### config.mk
export PLATFORM = sky130hd
export DESIGN_NAME = copro_sched_flat
export DESIGN_NICKNAME = d
export VERILOG_FILES = /design/src/rtl/copro_sched_if.sv /design/src/rtl/copro_sched.sv /design/src/flat_wrapper.sv
export SDC_FILE = /design/constraint.sdc
export NUM_CORES = 1
export LEC_CHECK = 0
export CAP_MARGIN = 0
export CORE_MARGIN = 5
export CORE_UTILIZATION = 38
export DETAILED_ROUTE_END_ITERATION = 12
export PLACE_DENSITY = 0.76
export SLEW_MARGIN = 10
export SYNTH_ARGS = -nofsm -noshare
export SYNTH_HDL_FRONTEND = slang
export SYNTH_SLANG_ARGS = --single-unit
### constraint.sdc
create_clock -name clk -period 1.85 [get_ports clk]
set_clock_uncertainty 0.15 [all_clocks]
set_input_delay 0.4625 -clock clk [delete_from_list [all_inputs] [get_ports clk]]
set_output_delay 0.4625 -clock clk [all_outputs]
set_load 0.01 [all_outputs]
### src/rtl/copro_sched_if.sv
// copro_sched_if: the bundle between the EXE stage, the coprocessor unit and
// copro_sched.
//   master : the pipeline/unit side. It drives start, cancel, operand, dest_in
//            and cop_result, and receives the sequencer outputs.
//   slave  : copro_sched itself.
// Signals:
//   start/cancel        EXE request and EXE flush
//   operand/dest_in     val1 and destination tag of the EXE instruction
//   cop_result          output of the fixed-latency unit
//   cop_go/cop_operand  start pulse and latched operand sent to the unit
//   freeze/busy         pipeline stall and BUSY indication
//   result_valid/result/result_dest  one-cycle result slot
//   op_count            completed operations, saturating
interface copro_sched_if #(
  parameter int DATA_W = 32
);
  logic              start;
  logic              cancel;
  logic [DATA_W-1:0] operand;
  logic [4:0]        dest_in;
  logic [DATA_W-1:0] cop_result;
  logic              cop_go;
  logic [DATA_W-1:0] cop_operand;
  logic              freeze;
  logic              busy;
  logic              result_valid;
  logic [DATA_W-1:0] result;
  logic [4:0]        result_dest;
  logic [15:0]       op_count;

  modport master (
    output start, cancel, operand, dest_in, cop_result,
    input  cop_go, cop_operand, freeze, busy, result_valid, result,
           result_dest, op_count
  );

  modport slave (
    input  start, cancel, operand, dest_in, cop_result,
    output cop_go, cop_operand, freeze, busy, result_valid, result,
           result_dest, op_count
  );
endinterface

### src/rtl/copro_sched.sv
// copro_sched: sequencer for the multi-cycle coprocessor unit in EXE.
// A request from the EXE instruction latches its operand and destination,
// fires one cop_go pulse to the fixed-latency unit, and freezes the pipeline
// until the unit's output is captured. The result is then presented for a
// single cycle (DONE) while the instruction advances to MEM.
// Ports:
//   clk  rising-edge clock
//   rst  synchronous, active-high reset
//   bus  copro_sched_if.slave (see the interface file for the signal list)
// Parameters:
//   LATENCY  cycles from cop_go sample to a valid cop_result (2..63)
//   DATA_W   operand/result width
module copro_sched #(
  parameter int LATENCY = 35,
  parameter int DATA_W  = 32
) (
  input  logic           clk,
  input  logic           rst,
  copro_sched_if.slave   bus
);

  typedef enum logic [1:0] {
    IDLE = 2'd0,
    BUSY = 2'd1,
    DONE = 2'd2
  } state_t;

  // The down-counter is loaded with LATENCY-1 so that cnt==0 coincides with
  // the cycle in which the unit's output becomes valid.
  localparam logic [5:0] CNT_LOAD = 6'(LATENCY - 1);

  state_t            state;
  logic [5:0]        cnt;
  logic              cop_go_q;
  logic [DATA_W-1:0] cop_operand_q;
  logic [DATA_W-1:0] result_q;
  logic [4:0]        result_dest_q;
  logic [15:0]       op_count_q;

  // NOTE: all state lives in one clocked block using non-blocking
  // assignments, so every register samples the pre-edge values of the others.
  always_ff @(posedge clk) begin
    if (rst) begin
      state         <= IDLE;
      cnt           <= '0;
      cop_go_q      <= 1'b0;
      cop_operand_q <= '0;
      result_q      <= '0;
      result_dest_q <= '0;
      op_count_q    <= '0;
    end else begin
      // cop_go is a pulse: low unless the IDLE->BUSY edge raises it.
      cop_go_q <= 1'b0;
      unique case (state)
        IDLE: begin
          if (bus.start && !bus.cancel) begin
            state         <= BUSY;
            cop_operand_q <= bus.operand;
            result_dest_q <= bus.dest_in;
            cnt           <= CNT_LOAD;
            cop_go_q      <= 1'b1;
          end
        end
        BUSY: begin
          if (bus.cancel) begin
            // Flushed instruction: the in-flight unit output is discarded.
            state <= IDLE;
          end else if (cnt == 6'd0) begin
            state    <= DONE;
            result_q <= bus.cop_result;
            if (op_count_q != 16'hFFFF) begin
              op_count_q <= op_count_q + 16'd1;
            end
          end else begin
            cnt <= cnt - 6'd1;
          end
        end
        DONE: begin
          // start is still high from the instruction being released, so it
          // is deliberately not looked at here.
          state <= IDLE;
        end
        default: state <= IDLE;
      endcase
    end
  end

  // Combinational so the pipeline stalls in the request cycle itself. The
  // rst term keeps the stall off while reset is held with start high.
  assign bus.freeze       = ~rst & ~bus.cancel &
                            (((state == IDLE) & bus.start) | (state == BUSY));
  assign bus.busy         = (state == BUSY);
  assign bus.result_valid = (state == DONE) & ~bus.cancel;

  assign bus.cop_go       = cop_go_q;
  assign bus.cop_operand  = cop_operand_q;
  assign bus.result       = result_q;
  assign bus.result_dest  = result_dest_q;
  assign bus.op_count     = op_count_q;

endmodule

### src/flat_wrapper.sv
// flat-port wrapper written by rule: the top's interface ports become plain ports
module copro_sched_flat 
#(
  parameter int LATENCY = 35,
  parameter int DATA_W  = 32
)
  (clk, rst, bus_start, bus_cancel, bus_operand, bus_dest_in, bus_cop_result, bus_cop_go, bus_cop_operand, bus_freeze, bus_busy, bus_result_valid, bus_result, bus_result_dest, bus_op_count);
  copro_sched_if #(.DATA_W(DATA_W)) bus_i ();
  input  logic clk;
  input  logic rst;
  input wire logic [$bits(bus_i.start)-1:0] bus_start;
  input wire logic [$bits(bus_i.cancel)-1:0] bus_cancel;
  input wire logic [$bits(bus_i.operand)-1:0] bus_operand;
  input wire logic [$bits(bus_i.dest_in)-1:0] bus_dest_in;
  input wire logic [$bits(bus_i.cop_result)-1:0] bus_cop_result;
  output wire logic [$bits(bus_i.cop_go)-1:0] bus_cop_go;
  output wire logic [$bits(bus_i.cop_operand)-1:0] bus_cop_operand;
  output wire logic [$bits(bus_i.freeze)-1:0] bus_freeze;
  output wire logic [$bits(bus_i.busy)-1:0] bus_busy;
  output wire logic [$bits(bus_i.result_valid)-1:0] bus_result_valid;
  output wire logic [$bits(bus_i.result)-1:0] bus_result;
  output wire logic [$bits(bus_i.result_dest)-1:0] bus_result_dest;
  output wire logic [$bits(bus_i.op_count)-1:0] bus_op_count;
  assign bus_i.start = bus_start;
  assign bus_i.cancel = bus_cancel;
  assign bus_i.operand = bus_operand;
  assign bus_i.dest_in = bus_dest_in;
  assign bus_i.cop_result = bus_cop_result;
  assign bus_cop_go = bus_i.cop_go;
  assign bus_cop_operand = bus_i.cop_operand;
  assign bus_freeze = bus_i.freeze;
  assign bus_busy = bus_i.busy;
  assign bus_result_valid = bus_i.result_valid;
  assign bus_result = bus_i.result;
  assign bus_result_dest = bus_i.result_dest;
  assign bus_op_count = bus_i.op_count;
  copro_sched #(.LATENCY(LATENCY), .DATA_W(DATA_W)) u_core (.clk(clk), .rst(rst), .bus(bus_i));
endmodule
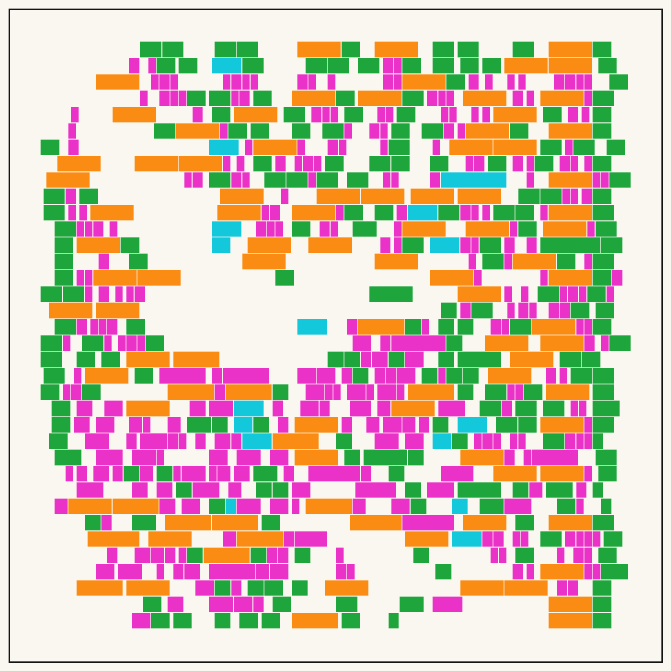
Figure 1: placed cells, one color a class.
Scale: 6 px per µm.
[clock drivers and dummy loads] cyan | cells: 16 | share of their area: 3.5%
[remaining logic cells] magenta | cells: 332 | share of their area: 32%
[remaining buffers and delay cells] green | cells: 213 | share of their area: 33%
[sequential cells] orange | cells: 94 | share of their area: 32%

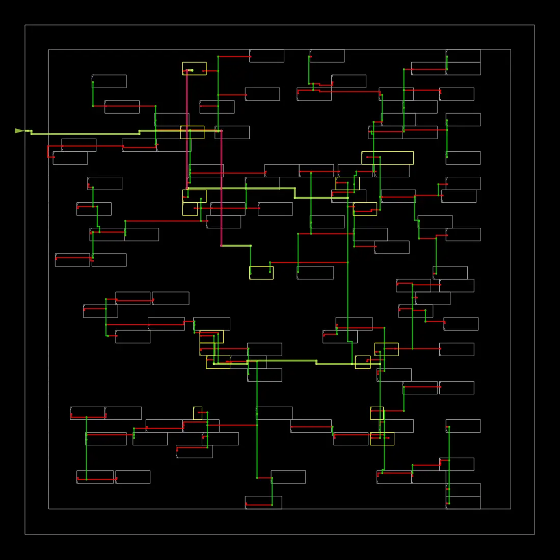
Figure 2: clock routing.
clock buffers: 10
Flops: 94

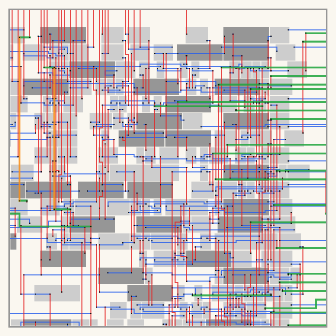
Figure 3: layout detail.
Window x 56 to 106, y 56 to 106 µm. Cells in gray, sequential cells in the stronger gray; small squares are vias.
[M1] blue
[M3] green
[M2] red
[M4] orange
cells with their middle in the window: 173
most frequent: nand2_1 (54), dlygate4sd2_1 (31)
sequential cells in the window: 26
netlist names of flops here include: u_core.bus.cop_operand (15), u_core.bus.result (5), u_core.bus.result_dest (5)

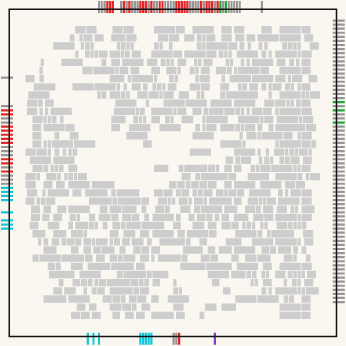
Figure 4: pin placement.
Scale: 3 px per µm. Pins as bars across the die edge, other pins in gray.
[bus_result] red | pins: 32 | direction: output | edge: 21 top, 10 left, 1 bottom
[bus_dest_in] green | pins: 5 | direction: input | edge: 3 right, 2 top
[bus_op_count] cyan | pins: 16 | direction: output | edge: 8 bottom, 8 left
[bus_busy] purple | pins: 1 | direction: output | edge: bottom

==> results.txt <==
XOR-XNOR Cells, Area Fraction -> 0.237%
Tool warnings -> 30
Initial antenna violation count -> 0
Max incr delay on CP -> 410 ps
Final setup violation count -> 15
Seq power -> 2.12 mW
First-pass detailed-route iteration total -> 4
Bufs w/o clock -> 213
Drt drc -> 0
Main flop type -> dfxtp_1
Yosys top cell by instances -> nand2_1
Final hold vios -> 0
Unrepaired setup endpoints after global routing -> yes
Avg Inst Size Synth -> 8.08 µm²
Clock network power -> 1.42 mW
Clock period minus final worst setup slack -> 2010 ps
Worst-margin pin slew -> 452 ps
Clock Network Area Fraction -> 3.36%
Net Sw Frac -> 25.6%
Violated checks -> negative setup slack
Critical path required time -> 1960 ps
Reg area -> 1910 µm²
Total combinational power -> 0.643 mW
Final worst slack -> -156 ps
Met3 WL -> 939 µm
Leading power group -> registers
Critical Path Sink Type -> flop
Status -> finished, violations left
metrics by stage:
stage	cells	power, mW	hold slack (ps)	TNS [ps]
2_1_floorplan	457	2.41	326	-220
3_5_place_dp	760	2.79	293	-52260
3_3_place_gp	760	2.77	288	-47990
5_1_grt	788	4.38	330	-2490
4_1_cts	786	4.20	302	-1430
6_report	788	4.18	302	-1320
path summary, 6_finish.rpt:
kind / start / endpoint / slack [ps]
setup reg to reg: u_core.bus.op_count[0] / u_core.bus.op_count[15] / -160
hold reg to reg: u_core.bus.result[27] / u_core.bus.result[27] / 300
setup / recovery: u_core.bus.op_count[0] / u_core.bus.op_count[15] / -160
hold / removal: u_core.bus.result[27] / u_core.bus.result[27] / 300
Power figures rest on the tool's default switching activity, not on a simulated workload.
